==> run_1/drive_strength.png <==
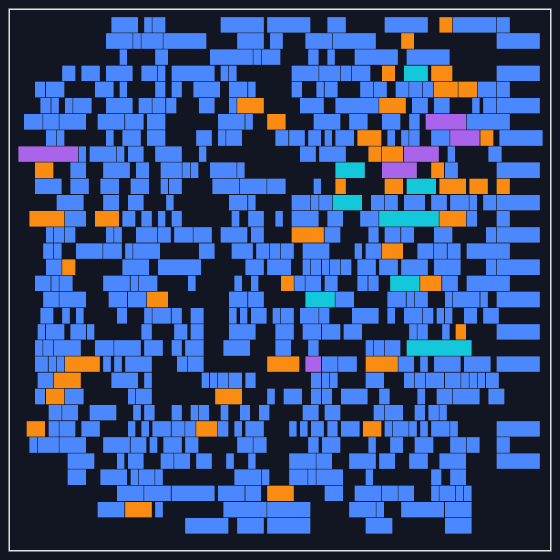
==> run_1/gate_families.png <==
Bar = 20 microns.
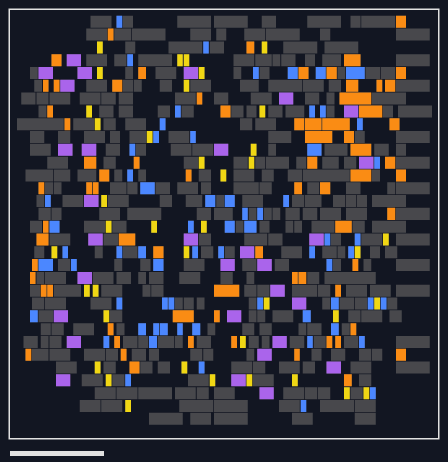
==> run_1/final_congestion.png <==
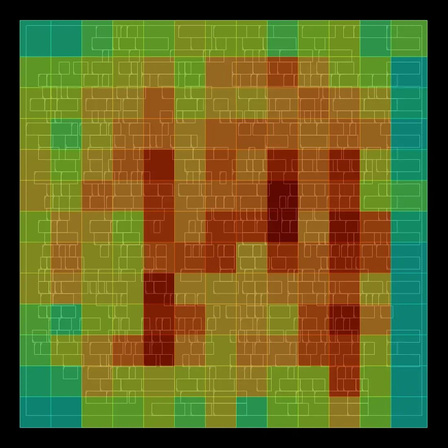
File: src/rtl/xm23_alu_if.sv
// xm23_alu_if: operand/result bundle between the XM23 control/datapath and the ALU.
// master drives operands and op code; slave (the ALU) returns result and PSW.
interface xm23_alu_if;
    logic [15:0] d_in;
    logic [15:0] s_in;
    logic [5:0]  alu_op;
    logic [15:0] psw_in;
    logic        psw_update;
    logic [15:0] alu_out;
    logic [15:0] alu_psw_out;

    modport master (
        output d_in,
        output s_in,
        output alu_op,
        output psw_in,
        output psw_update,
        input  alu_out,
        input  alu_psw_out
    );

    modport slave (
        input  d_in,
        input  s_in,
        input  alu_op,
        input  psw_in,
        input  psw_update,
        output alu_out,
        output alu_psw_out
    );
endinterface

File: src/rtl/xm23_alu.sv
// xm23_alu: XM23 arithmetic/logic unit with registered result and PSW (1-cycle latency).
// Optional BCD add (DADD) is built only when XM23_ALU_DADD_EN is defined; otherwise
// DADD is treated like a reserved op code.
module xm23_alu #(
    parameter logic [15:0] PSW_RESET = 16'h60E0
) (
    input logic       Clock,
    input logic       Reset,
    xm23_alu_if.slave bus
);

    localparam logic [4:0] OpAdd  = 5'd0;
    localparam logic [4:0] OpAddc = 5'd1;
    localparam logic [4:0] OpSub  = 5'd2;
    localparam logic [4:0] OpSubc = 5'd3;
    localparam logic [4:0] OpDadd = 5'd4;
    localparam logic [4:0] OpCmp  = 5'd5;
    localparam logic [4:0] OpXor  = 5'd6;
    localparam logic [4:0] OpAnd  = 5'd7;
    localparam logic [4:0] OpOr   = 5'd8;
    localparam logic [4:0] OpBit  = 5'd9;
    localparam logic [4:0] OpBic  = 5'd10;
    localparam logic [4:0] OpBis  = 5'd11;
    localparam logic [4:0] OpMov  = 5'd12;
    localparam logic [4:0] OpSra  = 5'd13;
    localparam logic [4:0] OpRrc  = 5'd14;
    localparam logic [4:0] OpSwpb = 5'd15;
    localparam logic [4:0] OpSxt  = 5'd16;

    logic [15:0] d;
    logic [15:0] s;
    logic [4:0]  op;
    logic        byte_mode;
    logic        c_in;

    assign d         = bus.d_in;
    assign s         = bus.s_in;
    assign op        = bus.alu_op[4:0];
    assign byte_mode = bus.alu_op[5];
    assign c_in      = bus.psw_in[0];

    // In byte mode only the low byte is produced; the high byte passes d through.
    function automatic logic [15:0] merge_byte(input logic bm, input logic [15:0] hi_src,
                                               input logic [15:0] full);
        return bm ? {hi_src[15:8], full[7:0]} : full;
    endfunction

`ifdef XM23_ALU_DADD_EN
    // Nibble-serial BCD add; returns {decimal carry-out, 16-bit result}.
    function automatic logic [16:0] bcd_add(input logic [15:0] a, input logic [15:0] b,
                                            input logic cin, input logic bm);
        logic [15:0] sum;
        logic [4:0]  t;
        logic        cy;
        logic        byte_cy;
        sum     = '0;
        cy      = cin;
        byte_cy = 1'b0;
        for (int k = 0; k < 4; k++) begin
            t = {1'b0, a[4*k +: 4]} + {1'b0, b[4*k +: 4]} + {4'd0, cy};
            if (t > 5'd9) begin
                sum[4*k +: 4] = t[3:0] + 4'd6;
                cy            = 1'b1;
            end else begin
                sum[4*k +: 4] = t[3:0];
                cy            = 1'b0;
            end
            if (k == 1) begin
                byte_cy = cy;
            end
        end
        return bm ? {byte_cy, a[15:8], sum[7:0]} : {cy, sum};
    endfunction
`endif

    // Shared adder for ADD/ADDC/SUB/SUBC/CMP; subtraction is d + ~s + carry.
    logic        is_sub;
    logic [15:0] b_opnd;
    logic        add_cin;
    logic [16:0] sum_w;
    logic [8:0]  sum_b;
    logic [15:0] add_res;
    logic        add_c;
    logic        add_v;

    // Adder operand select, carry-in select and byte/word carry/overflow extraction.
    always_comb begin
        is_sub  = (op == OpSub) || (op == OpSubc) || (op == OpCmp);
        b_opnd  = is_sub ? ~s : s;
        add_cin = 1'b0;
        if ((op == OpAddc) || (op == OpSubc)) begin
            add_cin = c_in;
        end else if (is_sub) begin
            add_cin = 1'b1;
        end
        sum_w = {1'b0, d} + {1'b0, b_opnd} + {16'd0, add_cin};
        sum_b = {1'b0, d[7:0]} + {1'b0, b_opnd[7:0]} + {8'd0, add_cin};
        if (byte_mode) begin
            add_res = {d[15:8], sum_b[7:0]};
            add_c   = sum_b[8];
            add_v   = (d[7] == b_opnd[7]) && (sum_b[7] != d[7]);
        end else begin
            add_res = sum_w[15:0];
            add_c   = sum_w[16];
            add_v   = (d[15] == b_opnd[15]) && (sum_w[15] != d[15]);
        end
    end

`ifdef XM23_ALU_DADD_EN
    logic [16:0] bcd_res;
    assign bcd_res = bcd_add(d, s, c_in, byte_mode);
`endif

    logic [15:0] alu_out_d;
    logic [15:0] alu_out_q;
    logic [15:0] psw_d;
    logic [15:0] psw_q;
    logic [15:0] flag_val;
    logic        upd_zn;
    logic        word_only;
    logic        c_d;
    logic        z_d;
    logic        n_d;
    logic        v_d;

    // Operation decode: result, carry/overflow, and the value Z/N are taken from.
    always_comb begin
        alu_out_d = d;
        flag_val  = d;
        upd_zn    = 1'b0;
        word_only = 1'b0;
        c_d       = bus.psw_in[0];
        z_d       = bus.psw_in[1];
        n_d       = bus.psw_in[2];
        v_d       = bus.psw_in[4];

        case (op)
            OpAdd, OpAddc, OpSub, OpSubc: begin
                alu_out_d = add_res;
                flag_val  = add_res;
                c_d       = add_c;
                v_d       = add_v;
                upd_zn    = 1'b1;
            end
            OpCmp: begin
                flag_val = add_res;
                c_d      = add_c;
                v_d      = add_v;
                upd_zn   = 1'b1;
            end
`ifdef XM23_ALU_DADD_EN
            OpDadd: begin
                alu_out_d = bcd_res[15:0];
                flag_val  = bcd_res[15:0];
                c_d       = bcd_res[16];
                upd_zn    = 1'b1;
            end
`endif
            OpXor: begin
                alu_out_d = merge_byte(byte_mode, d, d ^ s);
                flag_val  = alu_out_d;
                upd_zn    = 1'b1;
            end
            OpAnd: begin
                alu_out_d = merge_byte(byte_mode, d, d & s);
                flag_val  = alu_out_d;
                upd_zn    = 1'b1;
            end
            OpOr: begin
                alu_out_d = merge_byte(byte_mode, d, d | s);
                flag_val  = alu_out_d;
                upd_zn    = 1'b1;
            end
            OpBit: begin
                flag_val = d & s;
                upd_zn   = 1'b1;
            end
            OpBic: begin
                alu_out_d = merge_byte(byte_mode, d, d & ~s);
                flag_val  = alu_out_d;
                upd_zn    = 1'b1;
            end
            OpBis: begin
                alu_out_d = merge_byte(byte_mode, d, d | s);
                flag_val  = alu_out_d;
                upd_zn    = 1'b1;
            end
            OpMov: begin
                alu_out_d = merge_byte(byte_mode, d, s);
            end
            OpSra: begin
                alu_out_d = byte_mode ? {d[15:8], d[7], d[7:1]} : {d[15], d[15:1]};
                flag_val  = alu_out_d;
                c_d       = d[0];
                upd_zn    = 1'b1;
            end
            OpRrc: begin
                alu_out_d = byte_mode ? {d[15:8], c_in, d[7:1]} : {c_in, d[15:1]};
                flag_val  = alu_out_d;
                c_d       = d[0];
                upd_zn    = 1'b1;
            end
            OpSwpb: begin
                alu_out_d = {d[7:0], d[15:8]};
                flag_val  = alu_out_d;
                word_only = 1'b1;
                upd_zn    = 1'b1;
            end
            OpSxt: begin
                alu_out_d = {{8{d[7]}}, d[7:0]};
                flag_val  = alu_out_d;
                word_only = 1'b1;
                upd_zn    = 1'b1;
            end
            default: begin
                // Reserved (and DADD when not built): result = d, flags untouched.
            end
        endcase

        if (upd_zn) begin
            if (byte_mode && !word_only) begin
                z_d = (flag_val[7:0] == 8'h00);
                n_d = flag_val[7];
            end else begin
                z_d = (flag_val == 16'h0000);
                n_d = flag_val[15];
            end
        end
    end

    // Next PSW: flags are merged only when the control unit asks for an update.
    always_comb begin
        psw_d = bus.psw_in;
        if (bus.psw_update) begin
            psw_d = {bus.psw_in[15:5], v_d, bus.psw_in[3], n_d, z_d, c_d};
        end
    end

    // Output registers; synchronous reset has priority over any operation.
    always_ff @(posedge Clock) begin
        if (Reset) begin
            alu_out_q <= 16'h0000;
            psw_q     <= PSW_RESET;
        end else begin
            alu_out_q <= alu_out_d;
            psw_q     <= psw_d;
        end
    end

    assign bus.alu_out     = alu_out_q;
    assign bus.alu_psw_out = psw_q;

endmodule

File: src/flat_wrapper.sv
// flat-port wrapper written by rule: the top's interface ports become plain ports
module xm23_alu_flat 
#(
    parameter logic [15:0] PSW_RESET = 16'h60E0
)
  (Clock, Reset, bus_d_in, bus_s_in, bus_alu_op, bus_psw_in, bus_psw_update, bus_alu_out, bus_alu_psw_out);
  xm23_alu_if bus_i ();
  input logic Clock;
  input logic Reset;
  input wire logic [$bits(bus_i.d_in)-1:0] bus_d_in;
  input wire logic [$bits(bus_i.s_in)-1:0] bus_s_in;
  input wire logic [$bits(bus_i.alu_op)-1:0] bus_alu_op;
  input wire logic [$bits(bus_i.psw_in)-1:0] bus_psw_in;
  input wire logic [$bits(bus_i.psw_update)-1:0] bus_psw_update;
  output wire logic [$bits(bus_i.alu_out)-1:0] bus_alu_out;
  output wire logic [$bits(bus_i.alu_psw_out)-1:0] bus_alu_psw_out;
  assign bus_i.d_in = bus_d_in;
  assign bus_i.s_in = bus_s_in;
  assign bus_i.alu_op = bus_alu_op;
  assign bus_i.psw_in = bus_psw_in;
  assign bus_i.psw_update = bus_psw_update;
  assign bus_alu_out = bus_i.alu_out;
  assign bus_alu_psw_out = bus_i.alu_psw_out;
  xm23_alu #(.PSW_RESET(PSW_RESET)) u_core (.Clock(Clock), .Reset(Reset), .bus(bus_i));
endmodule
File: config.mk
export PLATFORM = sky130hd
export DESIGN_NAME = xm23_alu_flat
export DESIGN_NICKNAME = d
export VERILOG_FILES = /design/src/rtl/xm23_alu_if.sv /design/src/rtl/xm23_alu.sv /design/src/flat_wrapper.sv
export SDC_FILE = /design/constraint.sdc
export NUM_CORES = 1
export LEC_CHECK = 0
export CORE_UTILIZATION = 55
export DETAILED_ROUTE_END_ITERATION = 12
export DONT_BUFFER_PORTS = 1
export GPL_TIMING_DRIVEN = 0
export PLACE_DENSITY_LB_ADDON = 0.05
export REMOVE_ABC_BUFFERS = 1
export SLEW_MARGIN = 20
export SYNTH_ARGS = -nofsm -noshare
export SYNTH_HDL_FRONTEND = slang
export SYNTH_SLANG_ARGS = --single-unit
File: constraint.sdc
create_clock -name Clock -period 7.3 [get_ports Clock]
set_input_delay 0.73 -clock Clock [delete_from_list [all_inputs] [get_ports Clock]]
set_output_delay 0.73 -clock Clock [all_outputs]
set_load 0.02 [all_outputs]
==> impl_metrics.ini, run 1 <==
; physical design summary
[sta]
worst_pin_slew_ps = 949.6
rsz0062_at_grt = false
relSlewSlack_pct = 36.63

[cts]
cts-resized-gates = 0
root_buffer = clkbuf_8
cts_tree = built
ctsHoldBuffers = 0
cts_setup_buffers = 0
cts_buffer_depth = 2

[worst_setup_path]
path_class = in2reg
crit_top_cell = xnor2_1
slowest_stage = a211oi_1
critPathMaxStageDelay_ps = 580
cp_cell_sequence = nor2b_1, mux2i_1, nor3_4, buf_16, xnor2_1, fa_1, a211oi_1, o21ai_2, a31oi_2, o21ai_1, xnor2_1, o311ai_1, a2bb2oi_2, nor4b_2, a21o_1

[yosys]
synth-edff-count = 0
ys_area_sq_um = 4347
ys_cells = 538
ys.flops = 32
ys_types = 81
synth_top_area_share_pct = 18.13
yosys_warnings = 0
ys.flop_type = dfxtp_1
topCellsByArea = ha_1 18%, dfxtp_1 15%, xnor2_1 5.6%

[hold_path]
min_delay_path_depth = 1
hp-start = Reset
min_path_type = in2reg
hold_end = u_core.bus.alu_out[1]$_SDFF_PP0_

[pwr]
irDropWorstVdd_uv = 69.43
power.density_nw_per_um2 = 141.7
leakagePower_nw = 1.842

[final_layout]
drive_above_1_share_pct = 10.60
final_nets = 640

[global_route]
grt_pass1_wl_mm = 21.23
grt-ovfl-total = 0
grt_pass1_vias = 3975
antenna_found_initial = 0
track_usage_pct = 32.32

[die]
coreArea_sq_um = 7687
fp_util_pct = 56.54

[job]
cap_viol_max_count = 0
warnings = 57

[run_status]
outcome = complete, no violations

[detailed_routing]
wl_mm = 13.48
wl_per_cell_microns = 21.71

[place]
gp_congestion = 0.9343
dp_cells = 613
-- drive_strength.png (at the start) --
[orange] drive 2 | cells: 41 | share: 7.9% | most used: or2_2
[cyan] drive 6 and up | cells: 8 | share: 1.5% | most used: clkbuf_8
[purple] drive 3 to 4 | cells: 6 | share: 1.2% | most used: nor3_4
[blue] drive 1 or less | cells: 464 | share: 89% | most used: ha_1
fin area: 4459 sq um
Area growth, synth to finish: 2.591%
final worst slack: 2693 ps
nonclk buf count: 3

-- gate_families.png (at the start) --
[purple] XOR/XNOR gates | cells: 30 | most used: xnor2_1
[yellow] inverters | cells: 39 | most used: inv_1
[orange] NOR gates | cells: 72 | most used: nor2_1 | where: all over the die
[blue] NAND gates | cells: 65 | most used: nand2_1
dominant logic cell type in the layout: ha_1
combinational share of cell area: 76.01%
fin cells: 621

-- final_congestion.png (at the start) --
Finished Core Util: 58.01%
M3 GR Usage: 6.650%
GR peak layer: met2

[run 1: sequential cells by signal (all words and copies together), names as in the netlist]
register / count
u_core.bus.alu_out: 16
u_core.bus.alu_psw_out: 16
[run 1: metrics by stage]
step                worst slack (ps)  hold slack, ps  total power, mW
global route                    2477           490.1           0.6653
detailed placement              2492           805.3           0.4521
floorplan                       2740           799.1           0.3998
finish                          2693           500.4           0.6319
CTS                             2762           500.8           0.6281
global placement                1559           803.2           0.4443
[run 1: worst max-delay path by stage]
stage               slack, ps          start                                   end
floorplan                2740  bus_alu_op[0]  u_core.bus.alu_psw_out[1]$_SDFF_PP0_
global placement         1560  bus_alu_op[2]  u_core.bus.alu_psw_out[1]$_SDFF_PP0_
detailed placement       2490  bus_alu_op[0]  u_core.bus.alu_psw_out[1]$_SDFF_PP0_
CTS                      2760  bus_alu_op[0]  u_core.bus.alu_psw_out[1]$_SDFF_PP0_
global route             2480  bus_alu_op[0]  u_core.bus.alu_psw_out[1]$_SDFF_PP0_
finish                   2690  bus_alu_op[0]  u_core.bus.alu_psw_out[1]$_SDFF_PP0_
[run 1: layer usage]
layer  vias to the layer above  GRT usage, %  wire [microns]
met5                         -             0               0
met4                         0         7.937             244
met3                        21         6.650            1314
met2                       219         51.83            6126
met1                      2046         44.07            5797
li1                       1952             -               -
[run 1: report_power, final]
| group | switching [mW] | internal (mW) | total [mW] |
|---|---|---|---|
| Clock | 0.0766 | 0.101 | 0.178 |
| Combinational | 0.139 | 0.105 | 0.244 |
| Sequential | 0.0219 | 0.189 | 0.211 |
[run 1: cell type report]
cell class                      count  area [sq um]
Multi-Input combinational cell    437          3390
Fill cell                         761          3228
Sequential cell                    32         640.6
Clock buffer                        5         68.82
Timing Repair Buffer                3         43.79
Tap cell                          102         127.6
Inverter                           39         146.4
Clock inverter                      3         42.54
[run 1: cell usage after synthesis (4+ instances only)]
library cell  number
ha_1              63
nand2_1           44
inv_1             39
nor2_1            33
dfxtp_1           32
xnor2_1           28
a22oi_1           24
o21ai_0           24
a31oi_1           21
a21oi_1           18
a21o_1            11
nor2b_1           11
a221oi_1          10
o211ai_1          10
nand3_1            9
nor3_1             9
clkbuf_1           8
buf_2              7
buf_4              7
nor4_1             7
or2_2              6
a222oi_1           5
a22o_1             5
and3_1             5
buf_6              5
a2bb2oi_1          4
nand2b_1           4
nor3_2             4
o21a_1             4
o21ai_1            4
[run 1: critical path, delay by kind of cell]
kind            cells  cell delay, ps
xor+xnor            2             260
buf+inv             1             220
fa+ha+maj           1             410
simple gates        3             790
mux                 1             190
compound gates      7            2160
[run 1: cells by family (layout without fill, tap and decap cells)]
kind of cell	after synthesis	after routing	synth area share [%]
AND-OR/OR-AND	183	183	31.78
AND/OR/NAND/NOR	155	155	19.08
multiplexers	4	4	0.9787
buffers and inverters	69	50	8.319
adder cells (fa/ha/maj)	65	65	19.06
flip-flops	32	32	14.74
XOR/XNOR	30	30	6.045
--- run 2 (diff from run 1) ---
clock period = 4.2 ns   (was 7.3 ns; I/O delays follow)
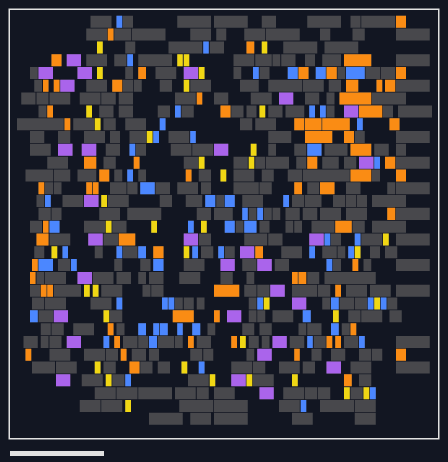
(run_2/gate_families.png)
Bar = 20 microns.
[blue] NAND gates | cells: 65 | most used: nand2_1
[orange] NOR gates | cells: 72 | most used: nor2_1 | where: all over the die
[purple] XOR/XNOR gates | cells: 30 | most used: xnor2_1
[yellow] inverters | cells: 39 | most used: inv_1
combinational share of cell area: 75.82%
fin cells: 623

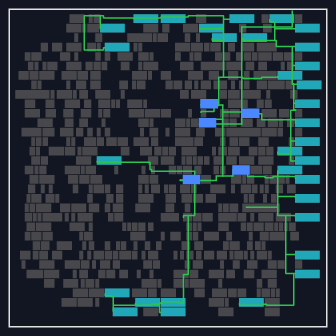
(run_2/clock_map.png)
[cyan] flip-flops | count: 32
[green] clock wires | length: 537 microns
[blue] cells driving clock nets | count: 5
routed clock nets: 6
clock distribution power: 0.312 mW
Clk pwr share: 28.3%

==> run 2 against run 1 <==
  * Sequential power grew 73%
  * Final cell count is 0.32% higher
  * Sequential cell count did not move
  * Hold slack worse by 310 ps
  * Non-clock buffer count rose by 2
  * Die size stayed put
  * Cell area increased by 0.62%
  * Count of clock-buffer cells in the layout did not move
  * Global-route usage about the same
  * Utilization up 0.36 points
  * Critical endpoint unchanged
==> impl_metrics.ini, run 2 <==
; physical design summary
[job]
warnings = 57
cap_viol_max_count = 0

[yosys]
ys.flop_type = dfxtp_1
top_cell = ha_1
yosys_warnings = 0
synth_top_area_share_pct = 18.13
ys_types = 81
topCellsByArea = ha_1 18%, dfxtp_1 15%, xnor2_1 5.6%
ys.flops = 32
ys_cells = 538

[sta]
tns_ps = 0
setup_slack_ps = 168.7
relSlewSlack_pct = 37.82
whs_ps = 185.5
rsz0062_at_grt = false
worst_pin_slew_ps = 931.7

[global_route]
grt_pass1_wl_mm = 21.26
grt_pass1_vias = 3975
grt-ovfl-total = 0
track_usage_pct = 32.35
antenna_found_initial = 0

[cts]
root_buffer = clkbuf_8
cts_buffer_depth = 2
cts_tree = built
ctsHoldBuffers = 0

[final_layout]
final_common_cell = ha_1
fillers = 764
synthToLayoutAreaGrowth_pct = 3.224
drive_above_1_share_pct = 11.32
finalInstanceArea_sq_um = 4487

[place]
gp_congestion = 0.9343
io_buffers = 0
pre_cts_slack_ps = -298.2

[pwr]
leakagePower_nw = 1.853
power.density_nw_per_um2 = 245.9
total_power_mw = 1.103

[worst_setup_path]
crit_start = bus_alu_op[0]
path_class = in2reg

[hold_path]
min_path_type = in2reg
hp-start = Reset

[run_status]
outcome = complete, no violations

[detailed_routing]
wl_per_cell_microns = 21.69
wl_mm = 13.51

[die]
coreArea_sq_um = 7687
fp_util_pct = 56.54
-- run 2: cell counts after synthesis --
No cell type changed its count.
-- run 2: logic make-up (layout without fill, tap and decap cells) --
group           Yosys count  in the layout  share of synthesized area (%)
compound gates          183            183                          31.78
simple gates            155            155                          19.08
buf+inv                  69             52                          8.319
fa+ha+maj                65             65                          19.06
flops                    32             32                          14.74
xor+xnor                 30             30                          6.045
mux                       4              4                         0.9787
-- run 2: layout make-up --
class	instances	area [sq um]	area share, %
Multi-Input combinational cell	437	3402	75.82
Sequential cell	32	640.6	14.28
Inverter	39	146.4	3.263
Tap cell	102	127.6	2.844
Clock buffer	5	68.82	1.534
Timing Repair Buffer	5	58.81	1.311
Clock inverter	3	42.54	0.9481
-- run 2: path summary, 6_finish.rpt --
check | slack, ps | endpoint
min | 190 | u_core.bus.alu_out[1]$_SDFF_PP0_
max | 170 | u_core.bus.alu_psw_out[1]$_SDFF_PP0_
-- run 2: per-layer routing --
| layer | up-vias | GRT usage (%) | part of all wire (%) |
|---|---|---|---|
| met5 | - | 0 | 0 |
| li1 | 1956 | - | - |
| met4 | 0 | 7.937 | 2.1 |
| met1 | 2007 | 44.17 | 43 |
| met3 | 28 | 6.650 | 9.9 |
| met2 | 239 | 51.83 | 45 |
-- run 2: stage by stage --
stage               instances  util [%]
finish                    623     58.37
global route              623     58.37
CTS                       622     58.01
detailed placement        613     56.46
global placement          610     55.40
floorplan                 508         -
-- run 2: power by group --
| part | leakage (nW) | total [mW] | internal, mW | switching (mW) |
|---|---|---|---|---|
| clock network | 0.0541 | 0.312 | 0.176 | 0.136 |
| logic | 1.53 | 0.425 | 0.185 | 0.241 |
| registers | 0.266 | 0.366 | 0.328 | 0.0381 |
| total | 1.85 | 1.10 | 0.688 | 0.415 |
-- run 2: what timing repair did --
item,in CTS,in global routing
pin swaps,1,1
setup buffers,1,1
resized,0,3
endpoints found under the setup margin,1,4
-- run 2: worst max-delay path, stage by stage --
cell and delay (ps):
nor2b_2 160, mux2i_1 260, nor3_4 100, buf_16 170
mux2_2 280, fa_1 440, a211oi_1 570, o21ai_2 210
a31oi_2 330, o21ai_1 170, xnor2_1 170, o311ai_1 450
a2bb2oi_2 210, nor4b_2 60, a21o_1 180
--- run 3 (diff from run 2) ---
clock period = 4.89 ns   (was 4.2 ns; I/O delays follow)
==> run 3 against run 2 <==
  * Cell area decreased by 0.61%
  * Highest routed layer unchanged
  * Sequential cell count unchanged
  * Largest power group unchanged
  * Clock power decreased by 15%
  * Worst setup slack improved by 360 ps
==> impl_metrics.ini, run 3 <==
; physical design summary
[hold_path]
min_path_type = in2reg
hold_end = u_core.bus.alu_out[1]$_SDFF_PP0_
hp-start = Reset
min_delay_path_depth = 1

[detailed_routing]
wl_met2_mm = 6.126
route.met3.wl_mm = 1.314
met1_length_mm = 5.797
wl_per_cell_microns = 21.71

[sta]
worst_pin_slew_ps = 949.6
rsz0062_at_grt = false
whs_ps = 259.4

[worst_setup_path]
path_class = in2reg
crit_start = bus_alu_op[0]

[job]
warnings = 57

[yosys]
synth-edff-count = 0
aoi_share_pct = 31.78
ys_top_cells_by_count = 63 x ha_1, 44 x nand2_1, 39 x inv_1
ys.flop_type = dfxtp_1
fa_ha_area_share_pct = 19.06
mux_share_pct = 0.9787

[place]
io_buffers = 0

[cts]
root_buffer = clkbuf_8
cts_tree = built
ctsHoldBuffers = 0

[final_layout]
final_nets = 640
synthToLayoutAreaGrowth_pct = 2.591
final_common_cell = ha_1

[die]
coreArea_sq_um = 7687

[pwr]
power.density_nw_per_um2 = 211.5

[global_route]
track_usage_pct = 32.32
grt_pass1_wl_mm = 21.23
antenna_found_initial = 0

[run_status]
outcome = complete, no violations
-- run 3: cell counts after synthesis --
No cell type changed its count.
-- run 3: per-layer routing --
layer,GRT usage (%),vias to the layer above
li1,-,1952
met1,44.07,2046
met2,51.83,219
met3,6.650,21
met4,7.937,0
met5,0,-
-- run 3: power by group --
part / total (mW) / internal (mW) / switching (mW)
Combinational: 0.364 / 0.157 / 0.207
Clock: 0.265 / 0.151 / 0.114
Sequential: 0.314 / 0.282 / 0.0327
Total: 0.943 / 0.589 / 0.354
-- run 3: critical path, cell delays in order --
cell       delay [ps]
nor2b_1           280
mux2i_1           190
nor3_4            450
buf_16            220
xnor2_1            80
fa_1              410
a211oi_1          580
o21ai_2           210
a31oi_2           330
o21ai_1           180
xnor2_1           180
o311ai_1          470
a2bb2oi_2         210
nor4b_2            60
a21o_1            180
-- run 3: worst max-delay path by stage --
stage	to	cells after the start
2_1_floorplan	u_core.bus.alu_psw_out[1]$_SDFF_PP0_	16
3_3_place_gp	u_core.bus.alu_psw_out[1]$_SDFF_PP0_	13
3_5_place_dp	u_core.bus.alu_psw_out[1]$_SDFF_PP0_	17
4_1_cts	u_core.bus.alu_psw_out[1]$_SDFF_PP0_	17
5_1_grt	u_core.bus.alu_psw_out[1]$_SDFF_PP0_	17
6_report	u_core.bus.alu_psw_out[1]$_SDFF_PP0_	15
-- run 3: cell type report --
type	count	area [sq um]	share of cell area, %
clock inverter	3	42.54	0.9540
multi-input combinational	437	3390	76.01
sequential	32	640.6	14.37
timing repair buffer	3	43.79	0.9820
inverter	39	146.4	3.283
tap	102	127.6	2.862
clock buffer	5	68.82	1.543
-- run 3: through the flow --
step / setup slack [ps] / utilization [%]
2_1_floorplan: 570.8 / -
4_1_cts: 592.9 / 57.91
5_1_grt: 307.5 / 58.01
3_5_place_dp: 322.8 / 56.46
6_report: 523.7 / 58.01
3_3_place_gp: -610.1 / 55.40
-- run 3: cell families (layout without fill, tap and decap cells) --
kind of cell    Yosys count  count (layout)
flops                    32              32
mux                       4               4
xor+xnor                 30              30
simple gates            155             155
buf+inv                  69              50
fa+ha+maj                65              65
compound gates          183             183
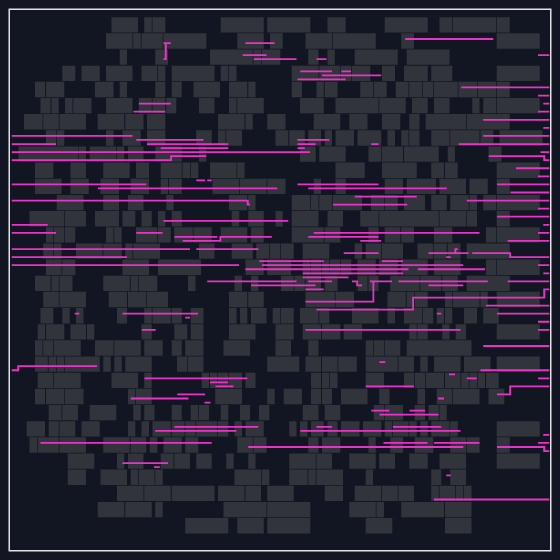
(run_3/met3.png)
main direction: horizontal
longest straight run: 49.9 microns
nets with wire on the layer: 101
wire length on this layer: 1,310 microns
drt total wl: 13.48 mm
Via Count: 4,238

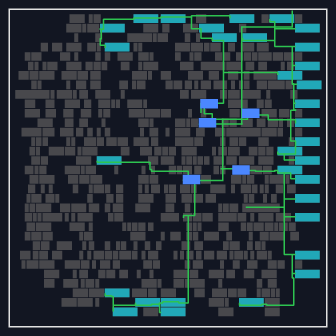
(run_3/clock_map.png)
[blue] cells driving clock nets | count: 5
[green] clock wires | length: 516 microns
[cyan] flip-flops | count: 32
routed clock nets: 6

Power is estimated from default activity; no workload was simulated.
